Run 1, close-up of the layout:
Scale bar: 20 um. Window x 2 to 52, y 2 to 52 um. Cells in grey, sequential cells in the stronger grey; small squares are vias.
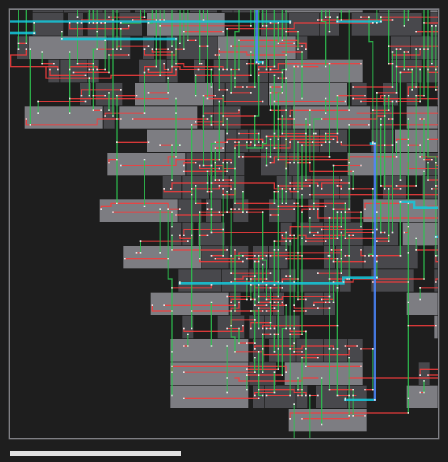
Run 1, wire density map:
Scale bar: 20 um. The die is cut into 22 by 22 equal tiles; black is low, pale yellow is high, scaled to the fullest tile. Values are wire area over tile area, all layers added.
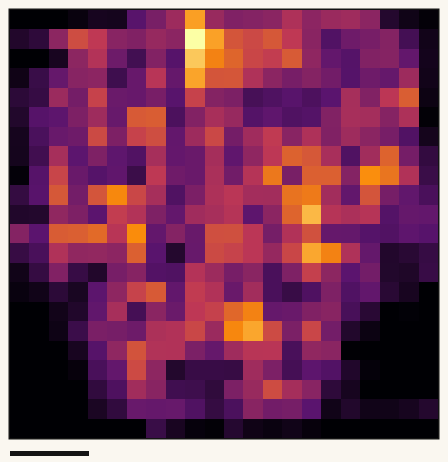
Run 1, cells coloured by class:
Fill, decap, tap and diode cells in grey.
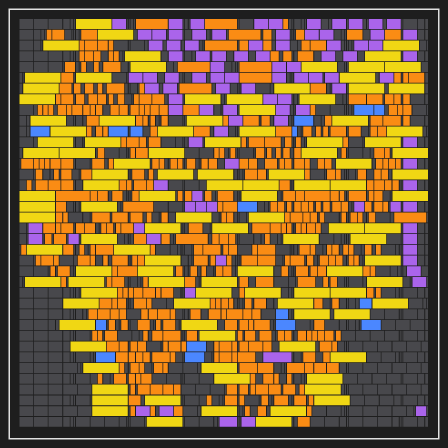
File: src/rtl/lockpick_session_arbiter.sv
// lockpick_session_arbiter
// Shares one lock-pick engine among four players. A player with an active,
// non-locked request wins the engine through round-robin arbitration, streams
// 64 bytes into it (zero-padded if the player stalls or withdraws), receives
// the engine's 32-byte response, and gets a one-cycle outcome pulse. The
// "retry" status starts another 64-byte attempt within the same session; the
// "locked out" status bars the player for LOCKOUT_CYCLES cycles.
//
// Ports
//   clk, rst             clock (rising edge), asynchronous active-low reset
//   req[3:0]             per-player session request (level)
//   in_valid[3:0]        per-player byte valid
//   in_data[31:0]        per-player byte, player p on [8p+7:8p]
//   in_ready             granted player's byte accepted this cycle
//   grant[3:0]           one-hot engine owner, zero when idle
//   eng_start            one-cycle engine start pulse
//   eng_input_enable     byte strobe to engine
//   eng_input_data[7:0]  byte to engine (0x00 while padding)
//   eng_output_valid, eng_output_data[7:0], eng_status[1:0]  from engine
//   out_valid, out_data[7:0], out_player[1:0]  forwarded response stream
//   result_valid, result_status[1:0], result_player[1:0]  attempt outcome
//   locked[3:0]          per-player lockout active

module lockpick_session_arbiter #(
  parameter int LOCKOUT_CYCLES = 1024,
  parameter int IDLE_TIMEOUT   = 255
) (
  input  logic        clk,
  input  logic        rst,
  input  logic [3:0]  req,
  input  logic [3:0]  in_valid,
  input  logic [31:0] in_data,
  output logic        in_ready,
  output logic [3:0]  grant,
  output logic        eng_start,
  output logic        eng_input_enable,
  output logic [7:0]  eng_input_data,
  input  logic        eng_output_valid,
  input  logic [7:0]  eng_output_data,
  input  logic [1:0]  eng_status,
  output logic        out_valid,
  output logic [7:0]  out_data,
  output logic [1:0]  out_player,
  output logic        result_valid,
  output logic [1:0]  result_status,
  output logic [1:0]  result_player,
  output logic [3:0]  locked
);

  typedef enum logic [2:0] {
    S_IDLE, S_ARB, S_START, S_FEED, S_DRAIN, S_CHECK
  } state_t;

  localparam logic [15:0] LOCK_LOAD = 16'(LOCKOUT_CYCLES);
  localparam logic [7:0]  IDLE_MAX  = 8'(IDLE_TIMEOUT);

  state_t      r_state;
  logic [3:0]  r_grant;
  logic [1:0]  r_gidx;       // index of current grantee
  logic [1:0]  r_rr;         // first player examined at next arbitration
  logic        r_eng_start;
  logic [5:0]  r_cnt;        // bytes sent this attempt, wraps at 64
  logic [4:0]  r_ocnt;       // response bytes forwarded
  logic [7:0]  r_idle;       // FEED cycles since last accepted byte
  logic        r_pad;        // padding latched for rest of attempt
  logic        r_out_valid;
  logic [7:0]  r_out_data;
  logic [1:0]  r_out_player;
  logic        r_res_valid;
  logic [1:0]  r_res_status;
  logic [1:0]  r_res_player;

  logic [3:0]  w_locked;
  logic [3:0]  w_lock_load;
  logic [3:0]  w_elig;
  logic        w_pick_valid;
  logic [1:0]  w_pick;
  logic        w_padding;
  logic        w_accept;
  logic        w_feed_en;

  // Per-player lockout counters
  generate
    for (genvar gi = 0; gi < 4; gi++) begin : g_lock
      logic [15:0] r_lock;
      assign w_lock_load[gi] = (r_state == S_CHECK) && (eng_status == 2'b11) &&
                               (r_gidx == 2'(gi));
      always_ff @(posedge clk or negedge rst) begin
        if (!rst) begin
          r_lock <= '0;
        end else if (w_lock_load[gi]) begin
          r_lock <= LOCK_LOAD;
        end else if (r_lock != 16'd0) begin
          r_lock <= r_lock - 16'd1;
        end
      end
      assign w_locked[gi] = (r_lock != 16'd0);
    end
  endgenerate

  assign w_elig = req & ~w_locked;

  // Round-robin pick: scan downward so the lowest offset from r_rr wins.
  always_comb begin
    w_pick_valid = 1'b0;
    w_pick       = r_rr;
    for (int k = 3; k >= 0; k--) begin
      if (w_elig[r_rr + 2'(k)]) begin
        w_pick_valid = 1'b1;
        w_pick       = r_rr + 2'(k);
      end
    end
  end

  // Padding starts on timeout or withdrawal and then sticks for the attempt.
  assign w_padding = (r_state == S_FEED) &&
                     (r_pad || (r_idle == IDLE_MAX) || !req[r_gidx]);
  assign w_accept  = (r_state == S_FEED) && !w_padding && in_valid[r_gidx];
  assign w_feed_en = w_accept || w_padding;

  always_ff @(posedge clk or negedge rst) begin
    if (!rst) begin
      r_state      <= S_IDLE;
      r_grant      <= '0;
      r_gidx       <= '0;
      r_rr         <= '0;
      r_eng_start  <= 1'b0;
      r_cnt        <= '0;
      r_ocnt       <= '0;
      r_idle       <= '0;
      r_pad        <= 1'b0;
      r_out_valid  <= 1'b0;
      r_out_data   <= '0;
      r_out_player <= '0;
      r_res_valid  <= 1'b0;
      r_res_status <= '0;
      r_res_player <= '0;
    end else begin
      r_eng_start <= 1'b0;
      r_out_valid <= 1'b0;
      r_res_valid <= 1'b0;
      case (r_state)
        S_IDLE: begin
          if (|w_elig) r_state <= S_ARB;
        end
        S_ARB: begin
          // Requests may have dropped since IDLE; fall back if nobody is left.
          if (w_pick_valid) begin
            r_grant     <= 4'b0001 << w_pick;
            r_gidx      <= w_pick;
            r_rr        <= w_pick + 2'd1;
            r_eng_start <= 1'b1;
            r_state     <= S_START;
          end else begin
            r_state <= S_IDLE;
          end
        end
        S_START: begin
          r_cnt   <= '0;
          r_idle  <= '0;
          r_pad   <= 1'b0;
          r_state <= S_FEED;
        end
        S_FEED: begin
          r_pad <= w_padding;
          if (w_accept) begin
            r_idle <= '0;
          end else if (!w_padding) begin
            r_idle <= r_idle + 8'd1;
          end
          if (w_feed_en) begin
            r_cnt <= r_cnt + 6'd1;
            if (r_cnt == 6'd63) begin
              r_ocnt  <= '0;
              r_state <= S_DRAIN;
            end
          end
        end
        S_DRAIN: begin
          if (eng_output_valid) begin
            r_out_valid  <= 1'b1;
            r_out_data   <= eng_output_data;
            r_out_player <= r_gidx;
            r_ocnt       <= r_ocnt + 5'd1;
            if (r_ocnt == 5'd31) r_state <= S_CHECK;
          end
        end
        S_CHECK: begin
          r_res_valid  <= 1'b1;
          r_res_status <= eng_status;
          r_res_player <= r_gidx;
          if (eng_status == 2'b01) begin
            // Retry: same grantee, no new engine start.
            r_cnt   <= '0;
            r_idle  <= '0;
            r_pad   <= 1'b0;
            r_state <= S_FEED;
          end else begin
            r_grant <= '0;
            r_state <= S_IDLE;
          end
        end
        default: r_state <= S_IDLE;
      endcase
    end
  end

  assign in_ready         = w_accept;
  assign eng_input_enable = w_feed_en;
  assign eng_input_data   = w_accept ? in_data[{r_gidx, 3'b000} +: 8] : 8'h00;
  assign grant            = r_grant;
  assign eng_start        = r_eng_start;
  assign out_valid        = r_out_valid;
  assign out_data         = r_out_data;
  assign out_player       = r_out_player;
  assign result_valid     = r_res_valid;
  assign result_status    = r_res_status;
  assign result_player    = r_res_player;
  assign locked           = w_locked;

endmodule

File: config.mk
export PLATFORM = sky130hd
export DESIGN_NAME = lockpick_session_arbiter
export DESIGN_NICKNAME = d
export VERILOG_FILES = /design/src/rtl/lockpick_session_arbiter.sv
export SDC_FILE = /design/constraint.sdc
export NUM_CORES = 1
export LEC_CHECK = 0
export CAP_MARGIN = 20
export CORE_MARGIN = 2
export CORE_UTILIZATION = 55
export CTS_CLUSTER_SIZE = 25
export DETAILED_ROUTE_END_ITERATION = 7
export PLACE_DENSITY = 0.81
export SLEW_MARGIN = 10
export SYNTH_ARGS = -nofsm -noshare
export SYNTH_HDL_FRONTEND = slang
export SYNTH_SLANG_ARGS = --single-unit
File: constraint.sdc
create_clock -name clk -period 3.75 [get_ports clk]
set_input_delay 0.75 -clock clk [delete_from_list [all_inputs] [get_ports clk]]
set_output_delay 0.75 -clock clk [all_outputs]
set_load 0.02 [all_outputs]
==> summary.rpt, run 1 <==
==== FLOW RESULTS ====
----------------------------------------------------
[Outcome]
  Run status ........................ finished clean

[Synth]
  # Cells Yosys ........................ around 600
  Fraction of synthesis flops using an asynchronous set or reset pin ........................ 100%
  Area share, top type ........................ a little under half
  Leading area contributor after synthesis ........................ sky130_fd_sc_hd__dfrtp_1
  Area fraction in compound gates ........................ approximately 9%

[Floorplanning]
  Inserted tap cell count ........................ 140
  Die Wd ........................ 108 um
  Core utilization at floorplan ........................ a little under three fifths

[Pwr]
  Part of the total power dissipated in sequential elements ........................ a little over half
  Total leakage power ........................ 2.78 nW
  Sequential-cell power consumption ........................ 1.38 mW
  Power density over cell area ........................ 348 nW/um^2
  IR Drop Worst-Case VDD ........................ 0.000481 V
  P_comb ........................ 0.465 mW

[Clock network]
  Register clock-pin slew on the reported worst setup and hold paths ........................ 0.09 ns
  Clock tree from TritonCTS ........................ done
  # Post-CTS Setup Buffers ........................ 0
  CTS Buffer Depth ........................ 2
  Count of cells resized by post-cts repair ........................ 1

[Critical path]
  Maximum fanout encountered on the critical timing path ........................ 9
  Critical path class ........................ primary input to output port
  Worst path arrival time ........................ roughly 2.9 ns
  Worst EP required ........................ 3.00 ns

[Placed design]
  I/O Buffers ........................ 87

[Global routing]
  GR met3 Demand/Resource ........................ 6.51%
  Total grt overflow ........................ 0
  GR Layer Usage met1 ........................ between 30% and 40%
  Global route hottest layer ........................ met2
  Vias in the first global route ........................ 4704

[Final layout]
  Area of all placed cells without fillers ........................ 7240 um^2
  Ratio of cells with drive above 1 in the final layout ........................ between 10% and 20%
  Sequential cell area ........................ between 2000 and 3000 um^2

[Routing]
  Highest routing layer actually used ........................ met4
  Metal-1 WL ........................ 5970 um

[STA]
  Setup repair after global routing missed its margin ........................ no
  Fin crit period ........................ 3.65 ns

----------------------------------------------------
About 'close-up of the layout':
M2 -> green
M3 -> cyan
M1 -> red
M4 -> blue
most frequent = nor2_1 (31), dfrtp_1 (22), xor2_1 (10)
sequential cells in the window = 22
netlist names of flops here include = g_lock.r_lock (22)
cells with their middle in the window = 137

About 'wire density map':
nearly empty tiles = 13%
densest ninth of the die = north
emptiest ninth of the die = south-east
mean over tiles = 0.18
wire length reported by the detailed router: 13500 um
vias: 4829
post-detailed-route wirelength per cell: 16.1 um
global routing usage summed across all routing layers: 24.2%

About 'cells coloured by class':
remaining buffers and delay cells -> purple  # cells 98, share of their area 14%
remaining logic cells -> orange  # cells 473, share of their area 44%
registers -> yellow  # cells 112, share of their area 40%
clock drivers and dummy loads -> blue  # cells 16, share of their area 2.6%

[run 1: flip-flops by register name (all words and copies together), names as in the netlist, 2 cells and up]
register       flops
r_cnt              6
r_state            3
out_player         2
result_status      2
out_data           8
grant              4
r_rr               2
r_ocnt             5
result_player      2
g_lock.r_lock     64
r_idle             8
r_gidx             2
[run 1: worst min path at each step]
stage | slack, ns | cells past startpoint | from | to
CTS | 0.49 | 1 | rst | g_lock[0].r_lock[3]
detailed placement | 0.47 | 1 | r_ocnt[3] | r_ocnt[3]
finish | 0.46 | 1 | rst | g_lock[0].r_lock[5]
global route | 0.50 | 1 | r_ocnt[3] | r_ocnt[3]
floorplan | 0.44 | 1 | r_ocnt[3] | r_ocnt[3]
global placement | 0.47 | 2 | result_player[0] | result_player[0]
==> run 1 -> run 2 <==
--- a/config.mk
+++ b/config.mk
@@ -7,10 +7,11 @@
 export LEC_CHECK = 0
 export CAP_MARGIN = 20
 export CORE_MARGIN = 2
-export CORE_UTILIZATION = 55
+export CORE_UTILIZATION = 57
+export CTS_BUF_LIST = sky130_fd_sc_hd__clkbuf_4 sky130_fd_sc_hd__clkbuf_8
 export CTS_CLUSTER_SIZE = 25
 export DETAILED_ROUTE_END_ITERATION = 7
-export PLACE_DENSITY = 0.81
+export PLACE_DENSITY = 0.83
 export SLEW_MARGIN = 10
 export SYNTH_ARGS = -nofsm -noshare
 export SYNTH_HDL_FRONTEND = slang
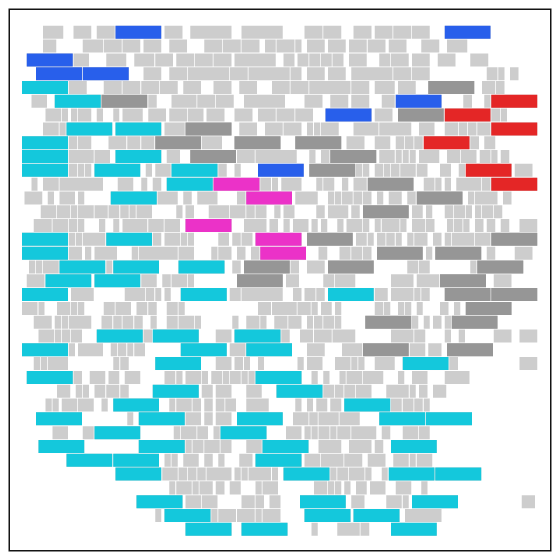
Run 2: where the registers sit
Other sequential cells in the stronger grey, the rest of the logic in the fainter grey.
r_ocnt -> magenta  # sequential cells 5, where centre
out_data -> blue  # sequential cells 8
g_lock.r_lock -> cyan  # sequential cells 64, where widely spread
r_cnt -> red  # sequential cells 6, where north-east
register share of the cell area: 38.7%
sequential cell area: 2800 um^2
share of the core filled with cells in the final layout: 70.8%
sequential-cell power consumption: 1.38 mW

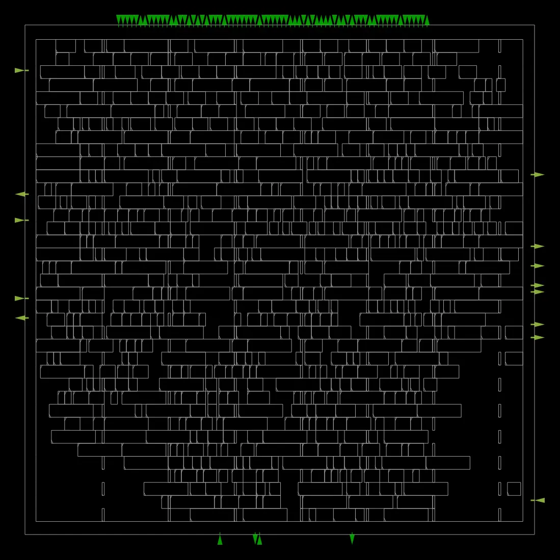
Run 2: cell placement
inserted tap cell count: 136
count of sequential standard cells: 112
filler cell count: 752
non-filler instance count after layout: 835

==> summary.rpt, run 2 <==
==== FLOW RESULTS ====
----------------------------------------------------
[Critical path]
  Critical path class ........................ primary input to output port (unchanged)
  Maximum fanout encountered on the critical timing path ........................ 9 (unchanged)
  Worst EP required ........................ 3.00 ns (about the same)

[Routing]
  Wire length reported by the detailed router ........................ 14000 um (was 13500 um)
  Metal-1 WL ........................ 6070 um (was 5970 um)
  Post-detailed-route wirelength per cell ........................ 16.8 um (was 16.1 um)
  Highest routing layer actually used ........................ met4 (unchanged)

[Pwr]
  IR Drop Worst-Case VDD ........................ 0.000411 V (was 0.000481 V)
  Power density over cell area ........................ 355 nW/um^2 (was 348 nW/um^2)
  Total leakage power ........................ 2.79 nW (was 2.78 nW)

[Clock network]
  CTS Buffer Depth ........................ 2 (unchanged)
  Clock tree from TritonCTS ........................ done (unchanged)
  Register clock-pin slew on the reported worst setup and hold paths ........................ 0.11 ns (was 0.09 ns)

[Global routing]
  Vias in the first global route ........................ 4825 (was 4704)
  Global route hottest layer ........................ met2 (unchanged)
  GR met3 Demand/Resource ........................ 6.62% (was 6.51%)
  Total grt overflow ........................ 0 (unchanged)
  Global routing usage summed across all routing layers ........................ 25.7% (was 24.2%)
  GR Layer Usage met1 ........................ 33.3% (was 31.9%)

[STA]
  Setup repair after global routing missed its margin ........................ no (unchanged)
  Fin crit period ........................ 3.67 ns (was 3.65 ns)

[Synth]
  Area fraction in compound gates ........................ 9.00% (unchanged)
  Area share, top type ........................ 46.9% (unchanged)
  Leading area contributor after synthesis ........................ sky130_fd_sc_hd__dfrtp_1 (unchanged)
  Fraction of synthesis flops using an asynchronous set or reset pin ........................ 100% (unchanged)

[Final layout]
  Max reg flops ........................ 64 (unchanged)
  Ratio of cells with drive above 1 in the final layout ........................ 10.3% (was 10.0%)
  Area of all placed cells without fillers ........................ 7240 um^2 (about the same)
  Inverter tally of the final layout excluding the clock network ........................ 18 (unchanged)

[Placed design]
  I/O Buffers ........................ 87 (unchanged)

[Floorplanning]
  Die Wd ........................ 106 um (was 108 um)
  Core utilization at floorplan ........................ 58.4% (was 55.9%)

[Outcome]
  Run status ........................ finished clean (unchanged)

----------------------------------------------------
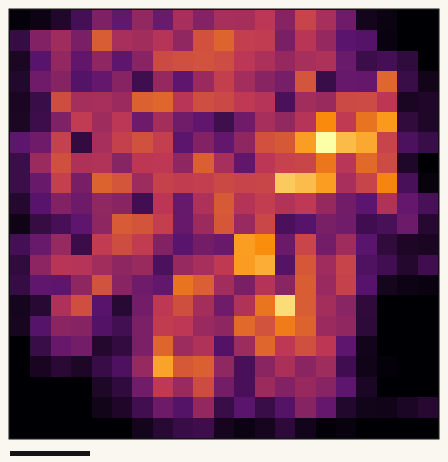
Run 2: wire density map
Scale bar: 20 um. The die is cut into 21 by 21 equal tiles; black is low, pale yellow is high, scaled to the fullest tile. Values are wire area over tile area, all layers added.
densest ninth of the die = centre
tiles over half the peak = 24%
emptiest ninth of the die = south-west
nearly empty tiles = 9.8%
mean over tiles = 0.19

-- run 2: path summary, 6_finish.rpt --
path / startpoint / end / slack, ns / cells after the start
min in group clk: result_player[0] / result_player[0] / 0.48 / 2
max in group asynchronous: rst / g_lock[1].r_lock[2] / 2.62 / 2
setup / recovery: req[1] / eng_input_data[5] / 0.08 / 6
hold reg to reg: result_player[0] / result_player[0] / 0.48 / 2
setup reg to reg: g_lock[3].r_lock[6] / r_rr[1] / 0.73 / 8
hold / removal: rst / g_lock[0].r_lock[10] / 0.37 / 1
-- run 2: power by group --
part / switching [mW] / leakage, nW / total, mW / internal, mW
logic: 0.266 / 1.41 / 0.474 / 0.208
registers: 0.0963 / 1.29 / 1.38 / 1.29
clock network: 0.456 / 0.0923 / 0.711 / 0.255
total: 0.819 / 2.79 / 2.57 / 1.75
Power and IR drop assume default switching activity.
